[config.mk]
export PLATFORM = sky130hd
export DESIGN_NAME = dm_port_arbiter
export DESIGN_NICKNAME = d
export VERILOG_FILES = /design/src/rtl/dm_pkg.sv /design/src/rtl/dm_store_merge.sv /design/src/rtl/dm_port_arbiter.sv
export SDC_FILE = /design/constraint.sdc
export NUM_CORES = 1
export LEC_CHECK = 0
export ABC_AREA = 1
export CAP_MARGIN = 20
export CORE_AREA = 2 2 144 146
export DETAILED_ROUTE_END_ITERATION = 16
export DIE_AREA = 0 0 146 148
export HOLD_SLACK_MARGIN = 0.15
export MAX_ROUTING_LAYER = met4
export REMOVE_ABC_BUFFERS = 1
export SYNTH_ARGS = -nofsm -noshare
export SYNTH_HDL_FRONTEND = slang
export SYNTH_SLANG_ARGS = --single-unit
[constraint.sdc]
create_clock -name clk -period 2.2 [get_ports clk]
set_input_delay 0.33 -clock clk [delete_from_list [all_inputs] [get_ports clk]]
set_output_delay 0.33 -clock clk [all_outputs]
set_load 0.01 [all_outputs]
[src/rtl/dm_pkg.sv]
// Shared types and helpers for the data-memory port arbiter and its lane-merge logic.
package dm_pkg;

  localparam int unsigned XLEN   = 32;
  localparam int unsigned NBYTES = XLEN / 8;

  localparam logic [NBYTES-1:0] BE_WORD = 4'b1111;

  typedef enum logic {
    PRI_CPU  = 1'b0,
    FORCE_M1 = 1'b1
  } arb_state_e;

  typedef struct packed {
    logic              we;
    logic [NBYTES-1:0] be;
    logic [XLEN-1:0]   addr;
    logic [XLEN-1:0]   wdata;
  } dm_req_t;

  // Enabled lanes come from the store data, the rest from the current DM word.
  function automatic logic [XLEN-1:0] merge_lanes(input logic [NBYTES-1:0] be,
                                                  input logic [XLEN-1:0]   wdata,
                                                  input logic [XLEN-1:0]   rdata);
    logic [XLEN-1:0] word;
    word = rdata;
    for (int i = 0; i < int'(NBYTES); i++) begin
      if (be[i]) word[i*8 +: 8] = wdata[i*8 +: 8];
    end
    return word;
  endfunction

endpackage

[src/rtl/dm_store_merge.sv]
// Combinational byte-lane merge of store data into the current DM word.
module dm_store_merge
  import dm_pkg::*;
(
  input  logic [NBYTES-1:0] be,
  input  logic [XLEN-1:0]   wdata,
  input  logic [XLEN-1:0]   rdata,
  output logic [XLEN-1:0]   merged_c
);

  assign merged_c = merge_lanes(be, wdata, rdata);

endmodule

[src/rtl/dm_port_arbiter.sv]
// Shares the single-port M-stage DM between the CPU (port 0, priority) and a debug/DMA
// bridge (port 1, starvation-bounded); sub-word stores become single-cycle RMW word writes.
module dm_port_arbiter
  import dm_pkg::*;
#(
  parameter int unsigned DEPTH_WORDS = 3072,
  parameter int unsigned STARVE_MAX  = 4
) (
  input  logic        clk,
  input  logic        reset,
  input  logic        m0_req,
  input  logic        m0_we,
  input  logic [3:0]  m0_be,
  input  logic [31:0] m0_addr,
  input  logic [31:0] m0_wdata,
  input  logic [31:0] m0_pc,
  output logic [31:0] m0_rdata,
  output logic        m0_stall,
  input  logic        m1_req,
  input  logic        m1_we,
  input  logic [3:0]  m1_be,
  input  logic [31:0] m1_addr,
  input  logic [31:0] m1_wdata,
  output logic        m1_gnt,
  output logic [31:0] m1_rdata,
  output logic        m1_rvalid,
  output logic        err,
  output logic        dm_en,
  output logic [31:0] dm_addr,
  output logic [31:0] dm_wd,
  output logic [31:0] dm_pc,
  input  logic [31:0] dm_rd
);

  localparam int unsigned CNT_W      = $clog2(STARVE_MAX + 1);
  localparam int unsigned ADDR_LIMIT = DEPTH_WORDS * 4;

  arb_state_e       state_q, state_d;
  logic [CNT_W-1:0] starve_cnt_q, starve_cnt_d;
  logic             err_q, err_d;
  logic             m1_rvalid_q, m1_rvalid_d;
  logic [31:0]      m1_rdata_q, m1_rdata_d;

  logic             grant0, grant1, granted, in_range;
  logic [CNT_W-1:0] starve_inc;
  dm_req_t          m0_bus, m1_bus, sel;

  assign m0_bus     = '{we: m0_we, be: m0_be, addr: m0_addr, wdata: m0_wdata};
  assign m1_bus     = '{we: m1_we, be: m1_be, addr: m1_addr, wdata: m1_wdata};
  assign starve_inc = starve_cnt_q + CNT_W'(1);

  // Arbitration: grants are same-cycle; nothing is granted while reset is asserted.
  always_comb begin
    state_d      = state_q;
    starve_cnt_d = starve_cnt_q;
    grant0       = 1'b0;
    grant1       = 1'b0;
    if (!reset) begin
      case (state_q)
        PRI_CPU: begin
          if (m0_req) begin
            grant0 = 1'b1;
            if (m1_req) begin
              starve_cnt_d = starve_inc;
              if (starve_inc == CNT_W'(STARVE_MAX - 1)) state_d = FORCE_M1;
            end
          end else if (m1_req) begin
            grant1 = 1'b1;
          end
        end
        FORCE_M1: begin
          grant1       = m1_req;
          grant0       = m0_req & ~m1_req;
          starve_cnt_d = '0;
          state_d      = PRI_CPU;
        end
        default: state_d = PRI_CPU;
      endcase
      if (grant1) starve_cnt_d = '0;
    end
  end

  // Datapath: selected port drives the DM; out-of-range accesses never write.
  always_comb begin
    sel = '0;
    if (grant1)      sel = m1_bus;
    else if (grant0) sel = m0_bus;
  end

  assign granted  = grant0 | grant1;
  assign in_range = (sel.addr < 32'(ADDR_LIMIT));
  assign dm_addr  = sel.addr;
  assign dm_en    = granted & sel.we & (|sel.be) & in_range;
  assign dm_pc    = grant0 ? m0_pc : 32'h0;
  assign m0_rdata = (grant0 & in_range) ? dm_rd : 32'h0;
  assign m0_stall = m0_req & ~grant0 & ~reset;
  assign m1_gnt   = grant1;

  dm_store_merge u_merge (
    .be       (sel.be),
    .wdata    (sel.wdata),
    .rdata    (dm_rd),
    .merged_c (dm_wd)
  );

  always_comb begin
    err_d       = granted & ~in_range;
    m1_rvalid_d = grant1 & ~m1_we;
    m1_rdata_d  = m1_rdata_q;
    if (m1_rvalid_d) m1_rdata_d = in_range ? dm_rd : 32'h0;
  end

  always_ff @(posedge clk) begin
    if (reset) begin
      state_q      <= PRI_CPU;
      starve_cnt_q <= '0;
      err_q        <= 1'b0;
      m1_rvalid_q  <= 1'b0;
      m1_rdata_q   <= 32'h0;
    end else begin
      state_q      <= state_d;
      starve_cnt_q <= starve_cnt_d;
      err_q        <= err_d;
      m1_rvalid_q  <= m1_rvalid_d;
      m1_rdata_q   <= m1_rdata_d;
    end
  end

  assign err       = err_q;
  assign m1_rvalid = m1_rvalid_q;
  assign m1_rdata  = m1_rdata_q;

endmodule

Fig. 1: run 1, gate-type map
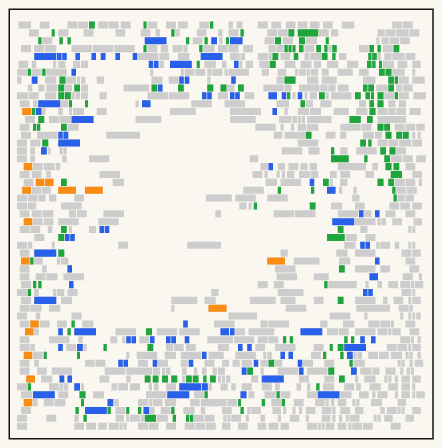
family	colour	cells	most used
inverting AOI/OAI gates	blue	103	o21ai_0
NAND gates	green	168	nand2_1
AND-OR and OR-AND gates	orange	16	a22o_1
most frequent logic cell in the layout: clkdlybuf4s50_1
Post-Layout Cell Count: 1275
combinational share of cell area: 29.15%

Fig. 2: run 1, wiring by layer
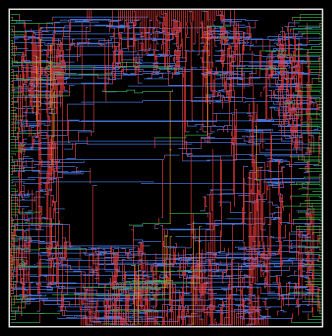
layer	colour	wire length
met2	red	10800 um
met1	blue	9570 um
met4	orange	498 um
met3	green	1720 um

Fig. 3: run 1, signal wires on met2
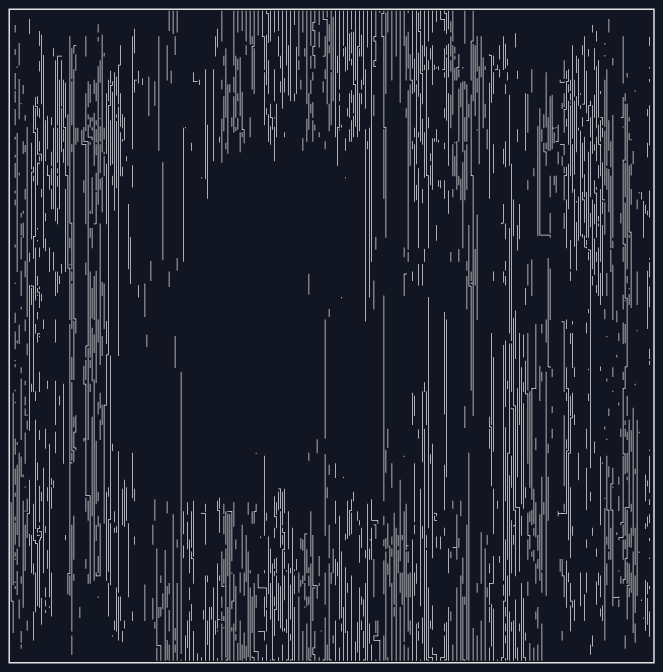
longest straight run	63.9 um
main direction	vertical
share of all routed wire	48%

==> reports/summary.txt, run 1 <==
Status: finished, violations left
Failing checks: negative setup slack
Final worst slack: -358.0 ps
CTS tree: yes
WS Path Type: flop to primary output
CP max stage delay: 380 ps
Commonest cells in the netlist: 114 x nor2_1, 102 x nand2_1, 51 x nand4_1
Final critical-path required period: 2558 ps
Tool warnings: 28
Die X: 146 um
Synth warn: 0
Largest net degree at the start of global routing: 66
Post-detailed-route wirelength per cell: 17.74 um
CORE AREA: 20040 um2
Startpoint types: flop
Drt pass-1 iters: 5
Total wire length: 22.62 mm
Simple share: 39.18%
Yosys Instances: 549
Slew HR: 56.91%
Ant. Diodes: 0
Uppermost layer routed: met4
DR vias/cell: 4.485
Cells along the critical path: nor2_4, buf_6, nor2_4, nand2_2, nand2_2, nor2_4, nand2_4, nor2_8, buf_12, clkbuf_16, nand4_1, nor2_1, buf_2
Row cnt: 52
Max-slew violations: 0
Setup violators final: 55
Max-Cap Viols: 0
Area leader share: 23.45%
Top cells by area: dfxtp_1 23%, nor2_1 13%, nand2_1 12%, nand4_1 9.8%, a31oi_1 6.2%
Core Util, Final: 45.97%
Mux cell area share: 0%
Area after DPL: 7732 um2
Hold endpoint: starve_cnt_q[1]
Smallest hold slack: 491.6 ps
Detailed router's first-iteration violation count: 283
Reg-to-reg slack, setup: -250 ps
Cell Area, Synth: 3244 um2
CP top delay family: simple AND/OR/NAND/NOR gates
Share of layout cells above drive strength 1: 30.85%
WHS Path Cells: 3
Post-place setup slack: -1012 ps
GR Util met3: 4.012%
CP endpoint: m0_rdata[29]
==> run 1: final cells by class <==
| class | count | area (um2) | share of cell area (%) |
|---|---|---|---|
| timing repair buffer | 502 | 5091 | 55.26 |
| multi-input combinational | 412 | 2685 | 29.15 |
| clock buffer | 7 | 132.6 | 1.440 |
| clock inverter | 1 | 30.03 | 0.3260 |
| sequential | 38 | 764.5 | 8.298 |
| tap | 270 | 337.8 | 3.667 |
| inverter | 45 | 171.4 | 1.861 |
==> run 1: where the power goes <==
group / switching [mW] / internal [mW] / total [mW]
Combinational: 0.726 / 0.988 / 1.71
Sequential: 0.0129 / 0.712 / 0.725
Clock: 0.299 / 0.537 / 0.836
==> run 1: sequential cells by signal (all words and copies together) (netlist names) <==
signal and cells:
m1_rdata 32, starve_cnt_q 3, err 1, m1_rvalid 1, state_q 1
Fig. 4: run 1, congestion heat map
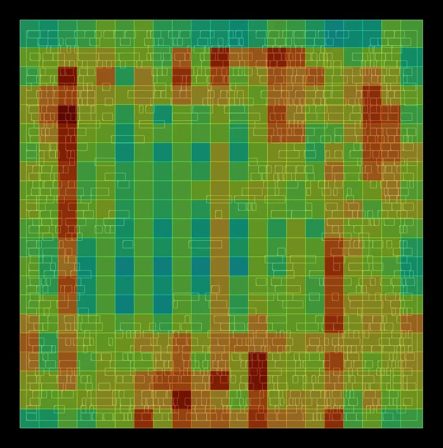

==> run 2, diff against run 1 <==
Settings changed: CTS_BUF_LIST from default to sky130_fd_sc_hd__clkbuf_8, DONT_BUFFER_PORTS from default to 1.
Fig. 5: run 2, congestion heat map
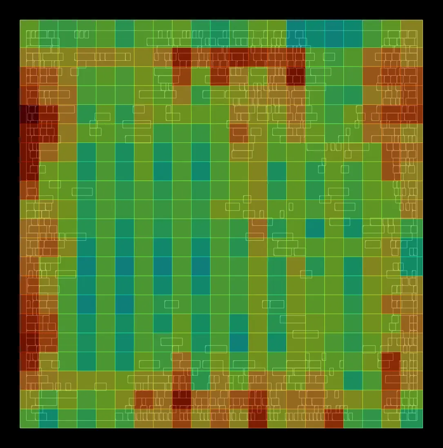
post-detailed-route wirelength per cell: 22.80 um
Total GRT Usage: 16.98%
met1 usage: 18.73%
Core Util, Final: 29.43%
GR Util met3: 4.537%

Fig. 6: run 2, gate-type map
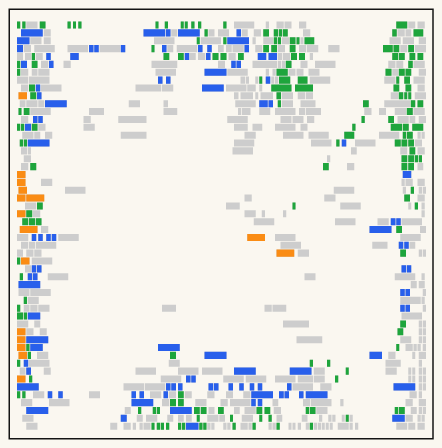
family	colour	cells
AND-OR and OR-AND gates	orange	16
NAND gates	green	168
inverting AOI/OAI gates	blue	103

==> run 2 against run 1 <==
The run still ends with negative setup slack left. Area after synthesis unchanged. Register-to-register slack better by 370 ps. First-iteration DRC count down 2.5%. Sequential cell count unchanged. Combinational power down 32%. Final cell count down 28%. Critical endpoint unchanged. Largest cell class is now combinational gates. Hold slack worse by 310 ps.
==> reports/summary.txt, run 2 <==
Yosys Instances: 549 (unchanged)
Final critical-path required period: 2463 ps (was 2558 ps)
Logic gate share of total power: 48.3% (was 52.3%)
CP top delay family: simple AND/OR/NAND/NOR gates (unchanged)
Final worst slack: -263.4 ps (was -358.0 ps)
Max-slew violations: 0 (unchanged)
Startpoint types: flop (unchanged)
Uppermost layer routed: met4 (unchanged)
Detailed router's first-iteration violation count: 276 (was 283)
Area leader share: 23.45% (unchanged)
Top pwr grp: combinational cells (unchanged)
Hold endpoint: starve_cnt_q[0] (was starve_cnt_q[1])
Setup violators final: 61 (was 55)
Combinational group power: 1.16 mW (was 1.71 mW)
Simple share: 39.18% (unchanged)
CP max stage delay: 380 ps (about the same)
Status: finished, violations left (unchanged)
WHS Path Cells: 2 (was 3)
Clock net power: 505 uW (was 836 uW)
Die X: 146 um (unchanged)
Top cells by area: dfxtp_1 23%, nor2_1 13%, nand2_1 12%, nand4_1 9.8%, a31oi_1 6.2% (unchanged)
Failing checks: negative setup slack (unchanged)
Ant. Diodes: 0 (unchanged)
Drt pass-1 iters: 4 (was 5)
Portion of total power attributed to sequential cells: 30.8% (was 22.1%)
Largest net degree at the start of global routing: 65 (was 66)
Cell internal pwr: 1.465 mW (was 2.237 mW)
Share of layout cells above drive strength 1: 46.85% (was 30.85%)
Reg-to-reg slack, setup: 120 ps (was -250 ps)
Row cnt: 52 (unchanged)
WS Path Type: flop to primary output (unchanged)
Psw: 944.1 uW (was 1.038 mW)
Post-Layout Cell Count: 921 (was 1275)
CORE AREA: 20040 um2 (unchanged)
Total wire length: 21.00 mm (was 22.62 mm)
Commonest cells in the netlist: 114 x nor2_1, 102 x nand2_1, 51 x nand4_1 (unchanged)
CP endpoint: m0_rdata[29] (unchanged)
Tool warnings: 28 (unchanged)
-- run 2: layout make-up --
cell class	instances	area, um2
inverters	45	171.4
clock buffers	5	68.82
clock inverters	2	10.01
repair buffers	150	1648
fillers	2146	14140
flip-flops and latches	38	764.5
well taps	270	337.8
multi-input cells	411	2898
-- run 2: what timing repair did --
action | 4_1_cts | 5_1_grt
setup endpoints to repair | 69 | 74
gates resized | 151 | 113
gates cloned | 6 | 7
hold buffers | 2 | 0
pin swaps | 39 | 70
buffers inserted | 40 | 15
hold endpoints to repair | 1 | 0
-- run 2: stage by stage --
stage	hold slack, ps	total power, mW	instance area [um2]
finish	176.8	2.409	5898
global route	182.9	2.529	5898
detailed placement	448.9	1.468	4126
floorplan	439.7	1.130	2943
global placement	443.6	1.464	4126
CTS	157.4	2.252	5274
Fig. 7: run 2, cell area per tile
15 x 15 tiles, from white (low) to dark blue (high), 0 to 100% covered.
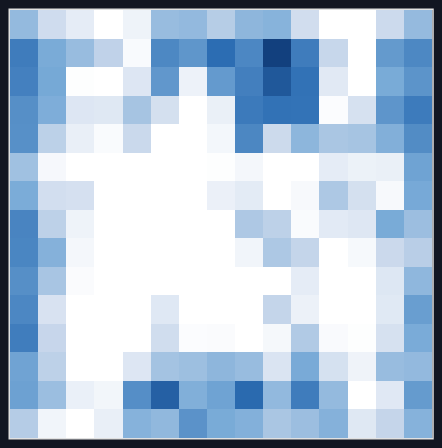

==> run 3, diff against run 2 <==
Settings changed: PLACE_DENSITY from default to 0.37, TNS_END_PERCENT from default to 10.
Clock period 2.2 ns to 3 ns, I/O delays scaled along.
Fig. 8: run 3, cell area per tile
15 x 15 tiles, from white (low) to dark blue (high), 0 to 100% covered.
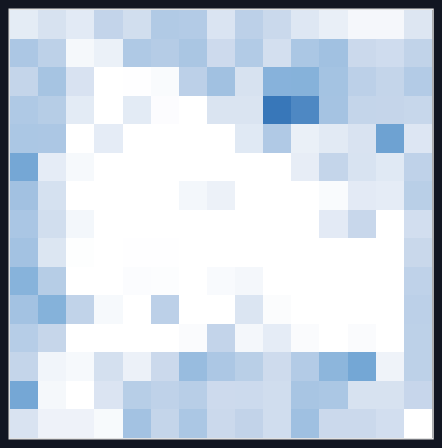
fullest tile	71%
mean over tiles	16%
densest ninth of the die	upper right
nearly empty tiles	31%
emptiest ninth of the die	centre
Core Util, Final: 19.07%
FP Core Util: 16.19%
CORE AREA: 20040 um2

Fig. 9: run 3, signal wires on met2
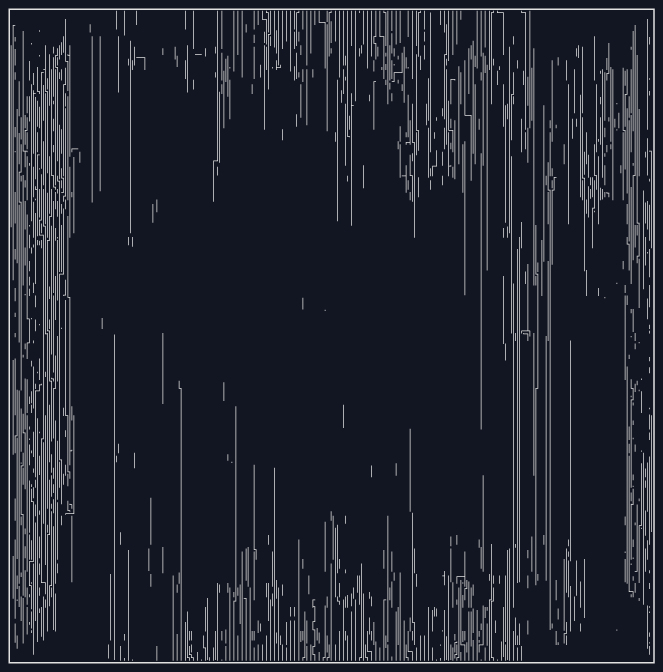
nets with wire on the layer	627
wire length on this layer	8290 um
main direction	vertical
met2 Usage GRT: 26.30%
total wire length: 16.41 mm
via count: 3848

==> run 3 against run 2 <==
The run now ends clean. Final cell count down 11%. Non-clock buffer count down 101. Synthesized cell count unchanged. Clock skew up 3.8 ps. Highest routed layer unchanged.
==> reports/summary.txt, run 3 <==
Max-slew violations: 0 (unchanged)
CTS tree: yes (unchanged)
Logic gate share of total power: 32.5% (was 48.3%)
Commonest cells in the netlist: 114 x nor2_1, 102 x nand2_1, 51 x nand4_1 (unchanged)
WS Path Type: flop to primary output (unchanged)
Row cnt: 52 (unchanged)
Top pwr grp: registers (was combinational cells)
CP max stage delay: 460 ps (was 380 ps)
Final worst slack: 217.1 ps (was -263.4 ps)
Combinational group power: 451 uW (was 1.16 mW)
Cell internal pwr: 852.2 uW (was 1.465 mW)
DR vias/cell: 4.687 (was 4.977)
# clk buffers: 6 (was 5)
Tot Pwr: 1.388 mW (was 2.409 mW)
Die X: 146 um (unchanged)
Area after DPL: 3714 um2 (was 4126 um2)
Part of the power in the clock network: 28.3% (was 21.0%)
Tap cell count: 270 (unchanged)
Top cells by area: dfxtp_1 23%, nor2_1 13%, nand2_1 12%, nand4_1 9.8%, a31oi_1 6.2% (unchanged)
Synth warn: 0 (unchanged)
Multi-In Gates: 411 (unchanged)
Startpoint types: flop (unchanged)
Yosys Instances: 549 (unchanged)
Sw Share: 38.58% (was 39.19%)
Smallest hold slack: 257.1 ps (was 176.8 ps)
Drt pass-1 iters: 4 (unchanged)
Seq/total area: 19.90% (was 12.96%)
Portion of total power attributed to sequential cells: 39.2% (was 30.8%)
Post-CTS setup buffer count: 0 (was 40)
Non-clock buffer share: 10.70% (was 27.94%)
Status: completed (was finished, violations left)
Max-Cap Viols: 0 (unchanged)
CP top delay family: simple AND/OR/NAND/NOR gates (unchanged)
Uppermost layer routed: met4 (unchanged)
Share of layout cells above drive strength 1: 13.25% (was 46.85%)
Flop area: 760.7 um2 (was 764.5 um2)
run 3: what timing repair did:
item	CTS	global route
hold buffers	0	0
endpoints found under the setup margin	0	39
resized	0	6
run 3: kinds of logic (layout without fill, tap and decap cells):
logic type	Yosys count	after routing	synth area share, %
XOR/XNOR	2	2	0.5400
flip-flops	38	38	23.45
AND/OR/NAND/NOR	288	288	39.18
AND-OR/OR-AND	119	119	21.56
adder cells (fa/ha/maj)	2	2	0.7712
buffers and inverters	100	102	14.50
run 3: final timing paths:
kind                   start              end  cells past startpoint
max                  state_q     m0_rdata[17]                      9
min                   m1_req  starve_cnt_q[1]                      1
max reg2reg          state_q     m1_rdata[17]                      9
min reg2reg  starve_cnt_q[2]  starve_cnt_q[2]                      2
Power figures rest on the tool's default switching activity, not on a simulated workload.
